<file path="src/rtl/seq_shift_add_multiplier_if.sv">
// rtl/seq_shift_add_multiplier_if.sv - operand/result handshake bundle for seq_shift_add_multiplier
interface seq_shift_add_multiplier_if #(
    parameter int N = 8
);
    logic           in_valid;
    logic           in_ready;
    logic [N-1:0]   multiplicand;
    logic [N-1:0]   multiplier;
    logic           signed_op;
    logic           out_valid;
    logic           out_ready;
    logic [2*N-1:0] product;

    modport master (
        output in_valid, multiplicand, multiplier, signed_op, out_ready,
        input  in_ready, out_valid, product
    );

    modport slave (
        input  in_valid, multiplicand, multiplier, signed_op, out_ready,
        output in_ready, out_valid, product
    );
endinterface

</file>
<file path="src/rtl/seq_shift_add_multiplier.sv">
// rtl/seq_shift_add_multiplier.sv - radix-2 shift-add N x N multiplier, one multiplier bit per cycle
// Optional two's complement mode is built only when SIGNED_MODE_EN is defined.
module seq_shift_add_multiplier #(
    parameter int N = 8
) (
    input  logic                       clk,
    input  logic                       rst_n,
    seq_shift_add_multiplier_if.slave  bus
);
    localparam int CW = $clog2(N);

    typedef enum logic [1:0] {
        S_IDLE = 2'd0,
        S_CALC = 2'd1,
        S_DONE = 2'd2
    } state_t;

    state_t          r_state;
    state_t          w_next;
    logic [N-1:0]    r_a;
    logic [N-1:0]    r_hi;
    logic [N-1:0]    r_lo;
    logic [CW-1:0]   r_cnt;
    logic [2*N-1:0]  r_product;
    logic            w_last;
    logic            w_sub;
    logic [N:0]      w_hi_ext;
    logic [N:0]      w_a_ext;
    logic [N:0]      w_sum;

    assign w_last = (r_cnt == CW'(N - 1));

`ifdef SIGNED_MODE_EN
    logic r_signed;
    assign w_hi_ext = {r_signed & r_hi[N-1], r_hi};
    assign w_a_ext  = {r_signed & r_a[N-1], r_a};
    // The multiplier MSB carries negative weight in two's complement.
    assign w_sub    = r_signed & w_last;
`else
    logic w_unused_signed;
    assign w_unused_signed = bus.signed_op;
    assign w_hi_ext = {1'b0, r_hi};
    assign w_a_ext  = {1'b0, r_a};
    assign w_sub    = 1'b0;
`endif

    always_comb begin
        w_sum = w_hi_ext;
        if (r_lo[0]) begin
            w_sum = w_sub ? (w_hi_ext - w_a_ext) : (w_hi_ext + w_a_ext);
        end
    end

    always_ff @(posedge clk or negedge rst_n) begin
        if (!rst_n) begin
            r_state <= S_IDLE;
        end else begin
            r_state <= w_next;
        end
    end

    always_comb begin
        w_next = r_state;
        case (r_state)
            S_IDLE:  if (bus.in_valid)  w_next = S_CALC;
            S_CALC:  if (w_last)        w_next = S_DONE;
            S_DONE:  if (bus.out_ready) w_next = S_IDLE;
            default: w_next = S_IDLE;
        endcase
    end

    always_comb begin
        bus.in_ready  = (r_state == S_IDLE);
        bus.out_valid = (r_state == S_DONE);
    end

    assign bus.product = r_product;

    // r_lo starts as the multiplier and fills with product low bits as it shifts.
    always_ff @(posedge clk or negedge rst_n) begin
        if (!rst_n) begin
            r_a       <= '0;
            r_hi      <= '0;
            r_lo      <= '0;
            r_cnt     <= '0;
            r_product <= '0;
`ifdef SIGNED_MODE_EN
            r_signed  <= 1'b0;
`endif
        end else begin
            case (r_state)
                S_IDLE: begin
                    if (bus.in_valid) begin
                        r_a      <= bus.multiplicand;
                        r_hi     <= '0;
                        r_lo     <= bus.multiplier;
                        r_cnt    <= '0;
`ifdef SIGNED_MODE_EN
                        r_signed <= bus.signed_op;
`endif
                    end
                end
                S_CALC: begin
                    r_hi  <= w_sum[N:1];
                    r_lo  <= {w_sum[0], r_lo[N-1:1]};
                    r_cnt <= w_last ? '0 : r_cnt + CW'(1);
                    if (w_last) begin
                        r_product <= {w_sum[N:1], w_sum[0], r_lo[N-1:1]};
                    end
                end
                default: begin
                end
            endcase
        end
    end
endmodule

</file>
<file path="src/flat_wrapper.sv">
// flat-port wrapper written by rule: the top's interface ports become plain ports
module seq_shift_add_multiplier_flat 
#(
    parameter int N = 8
)
  (clk, rst_n, bus_in_valid, bus_multiplicand, bus_multiplier, bus_signed_op, bus_out_ready, bus_in_ready, bus_out_valid, bus_product);
  seq_shift_add_multiplier_if #(.N(N)) bus_i ();
  input  logic clk;
  input  logic rst_n;
  input wire logic [$bits(bus_i.in_valid)-1:0] bus_in_valid;
  input wire logic [$bits(bus_i.multiplicand)-1:0] bus_multiplicand;
  input wire logic [$bits(bus_i.multiplier)-1:0] bus_multiplier;
  input wire logic [$bits(bus_i.signed_op)-1:0] bus_signed_op;
  input wire logic [$bits(bus_i.out_ready)-1:0] bus_out_ready;
  output wire logic [$bits(bus_i.in_ready)-1:0] bus_in_ready;
  output wire logic [$bits(bus_i.out_valid)-1:0] bus_out_valid;
  output wire logic [$bits(bus_i.product)-1:0] bus_product;
  assign bus_i.in_valid = bus_in_valid;
  assign bus_i.multiplicand = bus_multiplicand;
  assign bus_i.multiplier = bus_multiplier;
  assign bus_i.signed_op = bus_signed_op;
  assign bus_i.out_ready = bus_out_ready;
  assign bus_in_ready = bus_i.in_ready;
  assign bus_out_valid = bus_i.out_valid;
  assign bus_product = bus_i.product;
  seq_shift_add_multiplier #(.N(N)) u_core (.clk(clk), .rst_n(rst_n), .bus(bus_i));
endmodule
</file>
<file path="config.mk">
export PLATFORM = sky130hd
export DESIGN_NAME = seq_shift_add_multiplier_flat
export DESIGN_NICKNAME = d
export VERILOG_FILES = /design/src/rtl/seq_shift_add_multiplier_if.sv /design/src/rtl/seq_shift_add_multiplier.sv /design/src/flat_wrapper.sv
export SDC_FILE = /design/constraint.sdc
export NUM_CORES = 1
export LEC_CHECK = 0
export CAP_MARGIN = 0
export CORE_ASPECT_RATIO = 1.5
export CORE_MARGIN = 2
export CORE_UTILIZATION = 30
export CTS_CLUSTER_DIAMETER = 120
export CTS_CLUSTER_SIZE = 40
export DETAILED_ROUTE_END_ITERATION = 8
export PLACE_DENSITY = 0.53
export REMOVE_ABC_BUFFERS = 1
export SLEW_MARGIN = 10
export SYNTH_ARGS = -nofsm -noshare
export SYNTH_HDL_FRONTEND = slang
export SYNTH_SLANG_ARGS = --single-unit
</file>
<file path="constraint.sdc">
create_clock -name clk -period 5.2 [get_ports clk]
set_input_delay 1.04 -clock clk [delete_from_list [all_inputs] [get_ports clk]]
set_output_delay 1.04 -clock clk [all_outputs]
set_load 0.005 [all_outputs]
</file>
### Signal wires on met1

Scale: 3 px per um. Supply wires on this layer in gray.
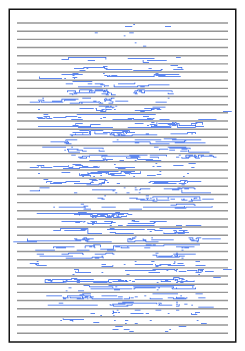
The layer carries 2130 um of wire. The wires run mostly horizontal. 285 nets have wire on it. The longest straight run is 30.4 um.
overall routed net length: 5055 um
Via Count: 1820
met1 usage in global routing: 16.80%

==> impl_table.tex <==
% Generated from flow reports
\begin{tabular}{lr}
\hline
Metric & Value \\
\hline
\multicolumn{2}{l}{\textbf{Placed design}} \\
\quad Weighted congestion reported at the end of routability-driven placement & 0.7490 \\
\quad Port buffer count & 37 \\
\multicolumn{2}{l}{\textbf{STA}} \\
\quad RSZ-0062 raised after global routing & no \\
\quad Max Clock Skew & 0.006357 ns \\
\quad Fmax & 401.6 MHz \\
\quad Least-Margin Pin Slew & 1.015 ns \\
\multicolumn{2}{l}{\textbf{Die}} \\
\quad Die Outline Area & 8279 um2 \\
\quad Starting utilization of the core area & 31.15\% \\
\quad Number of tap cells inserted & 100 \\
\multicolumn{2}{l}{\textbf{Power and ir drop}} \\
\quad Static leakage & 1.305 nW \\
\quad PD cells & 621.6 nW/um2 \\
\quad Max VDD drop & 0.1861 mV \\
\multicolumn{2}{l}{\textbf{Yosys}} \\
\quad Number of unique standard cell types used by synthesis & 34 \\
\quad Mean instance size in the synthesized netlist & 9.064 um2 \\
\quad Count of flip-flops with a built-in enable after synthesis & 0 \\
\quad \# Cells Yosys & 250 \\
\quad Gate count of the mapped netlist & 250 \\
\multicolumn{2}{l}{\textbf{Drt}} \\
\quad Detailed-route DRC error count & 0 \\
\quad DR top layer & met4 \\
\quad WL per Instance & 13.16 um \\
\quad Routed Antenna Nets & 0 \\
\multicolumn{2}{l}{\textbf{Cells and area}} \\
\quad NumNets Final & 315 \\
\quad Layout cells sized above 1 & 5.634\% \\
\quad Relative area of clock buffers and inverters in the final design & 4.218\% \\
\quad Clock buf count & 6 \\
\quad Non-clock buffer area fraction after layout & 13.62\% \\
\quad Number of antenna cells inserted & 0 \\
\quad Non-CTS inverters & 2 \\
\quad Sequential cell area in the final layout & 1126 um2 \\
\multicolumn{2}{l}{\textbf{Worst setup path}} \\
\quad Slowest-stage cell, CP & clkdlybuf4s50\_1 \\
\quad CP Class & flip-flop to output pin \\
\quad Worst path required time & 4.16 ns \\
\quad Number of cells on the critical path & 3 \\
\multicolumn{2}{l}{\textbf{Clock tree}} \\
\quad Register clock-pin slew on the reported worst setup and hold paths & 0.09 ns \\
\quad \# H-tree levels & 2 \\
\multicolumn{2}{l}{\textbf{Global route}} \\
\quad Largest net degree at the start of global routing & 46 \\
\quad Met3 global-route usage & 3.011\% \\
\multicolumn{2}{l}{\textbf{Flow run}} \\
\quad Max-cap violations & 0 \\
\multicolumn{2}{l}{\textbf{Outcome}} \\
\quad Outcome & completed \\
\hline
\end{tabular}
### The metal 2 layer

Scale: 2 px per um.
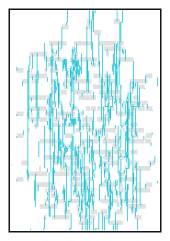
The wires run mostly vertical. The layer holds 52% of the routed length. The longest straight run is 54.4 um. The layer carries 2610 um of wire. 248 nets have wire on it.
met2 global-route usage: 23.04%

## power groups by stage
stage	Combinational (mW)	Sequential, mW	Clock [mW]
CTS	0.863	0.651	0.290
global route	0.991	0.676	0.300
floorplan	0.569	0.627	0
global placement	0.841	0.655	0
finish	0.845	0.647	0.278
detailed placement	0.858	0.658	0
## flip-flops by register name (all words and copies together) (netlist names)
name                count
u_core.r_hi             8
u_core.r_a              8
u_core.r_cnt            3
u_core.r_lo             8
u_core.r_state          2
u_core.bus.product     16
## final timing paths
path	slack, ns	to
min in group asynchronous	0.90	u_core.r_cnt[0]$_DFFE_PN0P_
worst min-delay path	0.48	u_core.bus.product[3]$_DFFE_PN0P_
max in group asynchronous	3.66	u_core.r_hi[6]$_DFFE_PN0P_
worst min register to register	0.48	u_core.bus.product[3]$_DFFE_PN0P_
worst max-delay path	2.71	bus_out_valid
worst max register to register	3.06	u_core.bus.product[14]$_DFFE_PN0P_
## stage by stage
stage	worst slack, ns	utilization [%]	total power [mW]	hold slack, ns	std cells
floorplan	2.592	-	1.196	0.4497	236
global placement	2.539	37.50	1.496	0.4563	376
detailed placement	2.513	37.50	1.517	0.4616	376
CTS	2.691	39.15	1.803	0.4831	384
global route	2.610	39.15	1.967	0.5046	384
finish	2.710	39.15	1.770	0.4771	384
## cell families (layout without fill, tap and decap cells)
| group | Yosys count | in the layout | share of synthesized area, % |
|---|---|---|---|
| adders and majority gates | 11 | 11 | 6.405 |
| buffers and inverters | 16 | 50 | 2.816 |
| and+or+nand+nor | 119 | 119 | 23.03 |
| AOI/OAI and AO/OA | 49 | 49 | 13.91 |
| DFF | 45 | 45 | 49.70 |
| xor gates and xnor gates | 5 | 5 | 1.933 |
| muxes | 5 | 5 | 2.209 |
Power and IR drop assume default switching activity.
